**src/rtl/rr_index_arbiter_pkg.sv**
```systemverilog
// Shared constants, state encoding and helpers for the round-robin index arbiter.
// MAX_HOLD is only consumed when RR_ARB_TIMEOUT_EN is defined.
package rr_arb_pkg;

  localparam int NUM_REQ  = 8;
  localparam int IDX_W    = 3;
  localparam int CNT_W    = 16;
  localparam int MAX_HOLD = 15;
  localparam int HOLD_W   = $clog2(MAX_HOLD + 1);

  typedef enum logic {
    IDLE  = 1'b0,
    GRANT = 1'b1
  } state_t;

  function automatic logic [NUM_REQ-1:0] idx2mask(input logic [IDX_W-1:0] idx);
    return NUM_REQ'(1) << idx;
  endfunction

  function automatic logic [CNT_W-1:0] sat_inc(input logic [CNT_W-1:0] v);
    return (&v) ? v : v + CNT_W'(1);
  endfunction

endpackage

```
**src/rtl/rr_index_arbiter_if.sv**
```systemverilog
// Request/grant bundle between requesters and the arbiter.
// slave = arbiter side, master = requester/driver side.
interface rr_index_arbiter_if;
  import rr_arb_pkg::*;

  logic [NUM_REQ-1:0] req_i;
  logic               release_i;
  logic               gnt_valid_o;
  logic [IDX_W-1:0]   gnt_idx_o;
  logic [CNT_W-1:0]   grant_cnt_o;
  logic               timeout_o;

  modport slave (
    input  req_i, release_i,
    output gnt_valid_o, gnt_idx_o, grant_cnt_o, timeout_o
  );

  modport master (
    output req_i, release_i,
    input  gnt_valid_o, gnt_idx_o, grant_cnt_o, timeout_o
  );

endinterface

```
**src/rtl/rr_index_arbiter_pick.sv**
```systemverilog
// Combinational rotated priority search: first set bit of (req & ~excl)
// starting at ptr and wrapping modulo NUM_REQ.
module rr_pick
  import rr_arb_pkg::*;
(
  input  logic [NUM_REQ-1:0] req_i,
  input  logic [IDX_W-1:0]   ptr_i,
  input  logic [NUM_REQ-1:0] excl_i,
  output logic               any_o,
  output logic [IDX_W-1:0]   idx_o
);

  logic [NUM_REQ-1:0] cand;
  logic [IDX_W-1:0]   pos;

  // Walk from the lowest priority upward so the highest-priority hit is written last.
  always_comb begin
    cand  = req_i & ~excl_i;
    any_o = |cand;
    idx_o = '0;
    pos   = '0;
    for (int k = NUM_REQ - 1; k >= 0; k--) begin
      pos = ptr_i + IDX_W'(k);
      if (cand[pos]) begin
        idx_o = pos;
      end
    end
  end

endmodule

```
**src/rtl/rr_index_arbiter.sv**
```systemverilog
// Round-robin arbiter for 8 requesters issuing a registered grant index held until release.
// Optional forced release after MAX_HOLD cycles when RR_ARB_TIMEOUT_EN is defined.
module rr_index_arbiter
  import rr_arb_pkg::*;
(
  input  logic               clk,
  input  logic               rst_n,
  rr_index_arbiter_if.slave  bus
);

  state_t             state_q;
  logic [IDX_W-1:0]   ptr_q;
  logic [IDX_W-1:0]   ptr_d;
  logic               gnt_valid_q;
  logic [IDX_W-1:0]   gnt_idx_q;
  logic [CNT_W-1:0]   grant_cnt_q;
  logic               timeout_q;
  logic               forced;
  logic               rel_eff;
  logic [NUM_REQ-1:0] excl;
  logic               pick_any;
  logic [IDX_W-1:0]   pick_idx;

`ifdef RR_ARB_TIMEOUT_EN
  logic [HOLD_W-1:0]  hold_q;

  // A real release in the same cycle wins, so no timeout pulse in that case.
  assign forced = (state_q == GRANT) && !bus.release_i &&
                  (hold_q == HOLD_W'(MAX_HOLD - 1));
`else
  assign forced = 1'b0;
`endif

  // On release the search restarts just past the owner, and the owner sits out this cycle.
  always_comb begin
    rel_eff = (state_q == GRANT) && (bus.release_i || forced);
    ptr_d   = rel_eff ? gnt_idx_q + IDX_W'(1) : ptr_q;
    excl    = rel_eff ? idx2mask(gnt_idx_q) : '0;
  end

  rr_pick u_pick (
    .req_i  (bus.req_i),
    .ptr_i  (ptr_d),
    .excl_i (excl),
    .any_o  (pick_any),
    .idx_o  (pick_idx)
  );

  always_ff @(posedge clk or negedge rst_n) begin
    if (!rst_n) begin
      state_q     <= IDLE;
      ptr_q       <= '0;
      gnt_valid_q <= 1'b0;
      gnt_idx_q   <= '0;
      grant_cnt_q <= '0;
      timeout_q   <= 1'b0;
`ifdef RR_ARB_TIMEOUT_EN
      hold_q      <= '0;
`endif
    end else begin
      timeout_q <= 1'b0;
      case (state_q)
        IDLE: begin
          if (pick_any) begin
            state_q     <= GRANT;
            gnt_valid_q <= 1'b1;
            gnt_idx_q   <= pick_idx;
            grant_cnt_q <= sat_inc(grant_cnt_q);
`ifdef RR_ARB_TIMEOUT_EN
            hold_q      <= '0;
`endif
          end
        end
        GRANT: begin
          if (rel_eff) begin
            ptr_q     <= ptr_d;
            timeout_q <= forced;
            if (pick_any) begin
              gnt_idx_q   <= pick_idx;
              grant_cnt_q <= sat_inc(grant_cnt_q);
`ifdef RR_ARB_TIMEOUT_EN
              hold_q      <= '0;
`endif
            end else begin
              state_q     <= IDLE;
              gnt_valid_q <= 1'b0;
            end
          end else begin
`ifdef RR_ARB_TIMEOUT_EN
            hold_q <= hold_q + HOLD_W'(1);
`endif
          end
        end
        default: state_q <= IDLE;
      endcase
    end
  end

  assign bus.gnt_valid_o = gnt_valid_q;
  assign bus.gnt_idx_o   = gnt_idx_q;
  assign bus.grant_cnt_o = grant_cnt_q;
  assign bus.timeout_o   = timeout_q;

endmodule

```
**src/flat_wrapper.sv**
```systemverilog
// flat-port wrapper written by rule: the top's interface ports become plain ports
module rr_index_arbiter_flat import rr_arb_pkg::*;
  (clk, rst_n, bus_req_i, bus_release_i, bus_gnt_valid_o, bus_gnt_idx_o, bus_grant_cnt_o, bus_timeout_o);
  rr_index_arbiter_if bus_i ();
  input  logic clk;
  input  logic rst_n;
  input wire logic [$bits(bus_i.req_i)-1:0] bus_req_i;
  input wire logic [$bits(bus_i.release_i)-1:0] bus_release_i;
  output wire logic [$bits(bus_i.gnt_valid_o)-1:0] bus_gnt_valid_o;
  output wire logic [$bits(bus_i.gnt_idx_o)-1:0] bus_gnt_idx_o;
  output wire logic [$bits(bus_i.grant_cnt_o)-1:0] bus_grant_cnt_o;
  output wire logic [$bits(bus_i.timeout_o)-1:0] bus_timeout_o;
  assign bus_i.req_i = bus_req_i;
  assign bus_i.release_i = bus_release_i;
  assign bus_gnt_valid_o = bus_i.gnt_valid_o;
  assign bus_gnt_idx_o = bus_i.gnt_idx_o;
  assign bus_grant_cnt_o = bus_i.grant_cnt_o;
  assign bus_timeout_o = bus_i.timeout_o;
  rr_index_arbiter u_core (.clk(clk), .rst_n(rst_n), .bus(bus_i));
endmodule
```
**config.mk**
```make
export PLATFORM = sky130hd
export DESIGN_NAME = rr_index_arbiter_flat
export DESIGN_NICKNAME = d
export VERILOG_FILES = /design/src/rtl/rr_index_arbiter_pkg.sv /design/src/rtl/rr_index_arbiter_if.sv /design/src/rtl/rr_index_arbiter_pick.sv /design/src/rtl/rr_index_arbiter.sv /design/src/flat_wrapper.sv
export SDC_FILE = /design/constraint.sdc
export NUM_CORES = 1
export LEC_CHECK = 0
export CAP_MARGIN = 20
export CORE_UTILIZATION = 55
export CTS_CLUSTER_SIZE = 20
export DETAILED_ROUTE_END_ITERATION = 8
export PLACE_DENSITY = 0.8
export SLEW_MARGIN = 20
export SYNTH_ARGS = -nofsm -noshare
export SYNTH_HDL_FRONTEND = slang
export SYNTH_HIERARCHICAL = 1
export SYNTH_SLANG_ARGS = --single-unit
```
**constraint.sdc**
```tcl
create_clock -name clk -period 8.5 [get_ports clk]
set_input_delay 0.85 -clock clk [delete_from_list [all_inputs] [get_ports clk]]
set_output_delay 0.85 -clock clk [all_outputs]
set_load 0.02 [all_outputs]
```
==> summary.txt <==
Notes on the flow run.

- Summing the sequential cell areas from Yosys gives 27.0% of the chip area.
- The required arrival time at the worst endpoint is roughly 8.7 ns, for reference.
- The skew report gives the latency at the later pin of the worst-skew pair as 0.27 ns.
- The number of placement rows is 22, for reference.
- The max-slew check reports its worst relative slack as 44.5%.
- The commonest cells after synthesis are sky130_fd_sc_hd__dfrtp_1, sky130_fd_sc_hd__xor2_1, sky130_fd_sc_hd__nand2_1.
- After layout, the worst setup slack is 4.24 ns.
- The area of the die is roughly 4300 um^2, for reference.
- The layout report lists the clock-cell share of area as 2.72%.
- The flip-flop and latch count is 24, for reference.
- Including well taps, the total number of placed cells is just under 300.
- The congestion estimate from routability-driven global placement came to 1.04.
- The total wirelength of the detailed-routed design is 5260 um, for reference.
- The number of buffers added on ports is 30, for reference.
- The time the worst path needs with I/O delays and setup is 4.26 ns, for reference.
- The total met2 wirelength after detailed routing is 2400 um, for reference.
- The cell area after placement is 2550 um^2, for reference.
- The core utilization before placement is about three fifths, for reference.
- The layout has 32 buffers outside the clock class.
- The area share of xor/xnor cells in the synthesized design is 7.02%, for reference.
- Summed over all nets, wire length on met3 after detailed routing comes to 408 um.
- The clock-pin slew of the registers on the worst-case setup and hold paths is approximately 0.090 ns, for reference.
- Of the total power, registers draw between 10% and 20%.
- The number of well-tap cells placed is approximately 48, for reference.
- The worst register-to-register path begins at u_core/bus.gnt_idx_o[0].
- The via count of the first global-routing pass came to between 1500 and 2000.
- Measured on the final layout, buffering overhead outside the clock network stands at 11.8%.
- The area of the multi-input gates is approximately 1500 um^2, for reference.
- The combinational family with the most area after synthesis is simple AND/OR/NAND/NOR gates, for reference.
- The prevailing post-synth register cell is sky130_fd_sc_hd__dfrtp_1, for reference.
- The report puts the hold buffer count at CTS at 0.
- Data arrives at the worst endpoint at roughly 4.4 ns.
- TritonCTS built the clock tree.
- The number of gates on the worst path with buffers counted is 12, for reference.
- The post-synthesis cell type with the largest combined area is sky130_fd_sc_hd__dfrtp_1, for reference.
- In this run the tools logged warnings totalling 31.
- The max-cap violation count is 0, for reference.
- The total negative setup slack is 0 ns, for reference.
- The number of cells on the worst hold path is listed as 2.
- For reference, the critical path cell chain is clkdlybuf4s50_1 -> and2_1 -> mux2_2 -> inv_2 -> ha_1 -> inv_2 -> mux4_1 -> a21boi_1 -> a31oi_1 -> a221oi_1 -> o22ai_1 -> mux2_2.
- Ranking logic cells in the layout by count gives the top entries sky130_fd_sc_hd__clkdlybuf4s50_1, sky130_fd_sc_hd__dfrtp_1, sky130_fd_sc_hd__xor2_1.
- The first global-routing pass estimated 8330 um of wire.
- For the pin with the worst max-slew slack, the measured transition is about 0.83 ns.
- Counting flops with an async set or reset pin after synthesis yields a share of 100%.
- The post-route non-filler standard cell count is 300, for reference.
- The height of the chip is 65.7 um, for reference.
- The largest part of the power goes to combinational logic.
- By startpoint and endpoint, the worst setup path is classified as primary input to flop.
- Post-CTS timing repair inserted 0 buffers for setup.
- The number of antenna violations at the first check in global routing is 0, for reference.
- The width of the chip is 65.7 um, for reference.
- The layout cell share with drive strength beyond 1 is between 15 and 20%, for reference.
- The critical path buffer and inverter count is 3, for reference.
- The number of nets with antenna violations after routing is 0, for reference.
- Among cell families on the critical path, the largest total delay comes from multiplexers.
- The count of endpoints failing hold in the final timing report is 0, for reference.
- Registers represent a cell area share of 22.9%.
- The design area is ~2600 um^2, for reference.
- For flop-to-flop paths, the worst setup slack is 4.81 ns.
- The worst-case hold path end point is u_core/ptr_q[2], for reference.
- The worst clock skew is 0.00521 ns, for reference.
- Of the total power, the share spent switching nets is 47.5%.
- The clock share of power is 9.2%, for reference.
- In the per-layer summary, the met1 wirelength comes to 2400 um.
- The post-cts repair resize count is 0, for reference.
- At the end of the flow, the number of nets in the layout was roughly 270.
- For reference, compound AND-OR and OR-AND cells occupy 10.1% of the area reported after synthesis.
- The critical path launch point type is a primary input, for reference.
- The sequential power reported by the tool is about 210 uW.
- The number of buffers between clock root and the deepest sink is 2, for reference.
- The total nets after synthesis is 245, for reference.
- For this run, the slowest stage of the critical path takes 0.59 ns.
- The number of iterations in the first detailed-routing pass is 4, for reference.
- The design draws 1.09 mW.
- In the Yosys report the total cell count is 225.
- After Yosys synthesis, full adders, half adders and majority gates account for between 5 and 6% of the synthesized area.
- The worst register-to-register path depth is 12.
- The number of slew-limit violations in the final report is 0, for reference.
- The number of clock sinks came to 24.
- The area taken by flip-flops and latches is 601 um^2, for reference.
- The final cycle utilization of the critical path is 50.1%, for reference.
- The most instantiated logic cell after routing is sky130_fd_sc_hd__clkdlybuf4s50_1, for reference.
- The final standard cell utilization of the core is 69.5%, for reference.
- The flow reports an fmax of between 200 and 250 MHz.
- After detailed routing, the number of vias per cell comes to 6.40.
- The number of different library cells in the post-synthesis netlist is 54, for reference.
- The internal portion of the total power is 573 uW.
- A synthesized cell averages around 9.9 um^2.
- The wire length per cell after detailed routing is 17.5 um, for reference.
- The highest layer touched by signal routing is met4.
- The ratio of total power to cell area is 416 nW/um^2, for reference.
- The combinational-cell power consumption is 777 uW, for reference.
- The share of total power in combinational logic is 71.2%, for reference.
- The flow ran to the end, and the final reports show no timing, DRC or antenna violations.
- Setup repair after global routing left no endpoint under its margin.
- The number of inserted diodes is 0, for reference.
- The critical hold path startpoint is u_core/ptr_q[2], for reference.
- The synthesized chip area reported by yosys is ~2200 um^2, for reference.
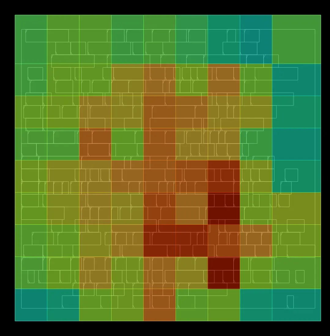
**Above:** routing congestion.
GRT Overall Usage: 25.3%
met2 Resource Use GR: 36.4%
global route hottest layer: met1

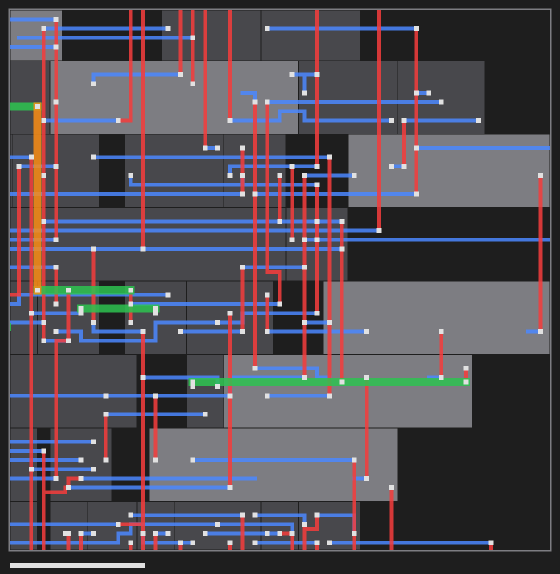
**Above:** zoomed window.
Scale bar: 5 um. Region (39, 39) to (59, 59) um. Cells in gray, sequential cells in the stronger gray; small squares are vias.
- orange: metal 4
- green: metal 3
- red: metal 2
- blue: metal 1
- most frequent: dfrtp_1 (5), clkdlybuf4s50_1 (4)
- netlist names of flops here include: u_core/bus.grant_cnt_o (4), u_core/bus.gnt_idx_o (1)
- sequential cells in the window: 5
- cells with their middle in the window: 27

Power is estimated from default activity; no workload was simulated.
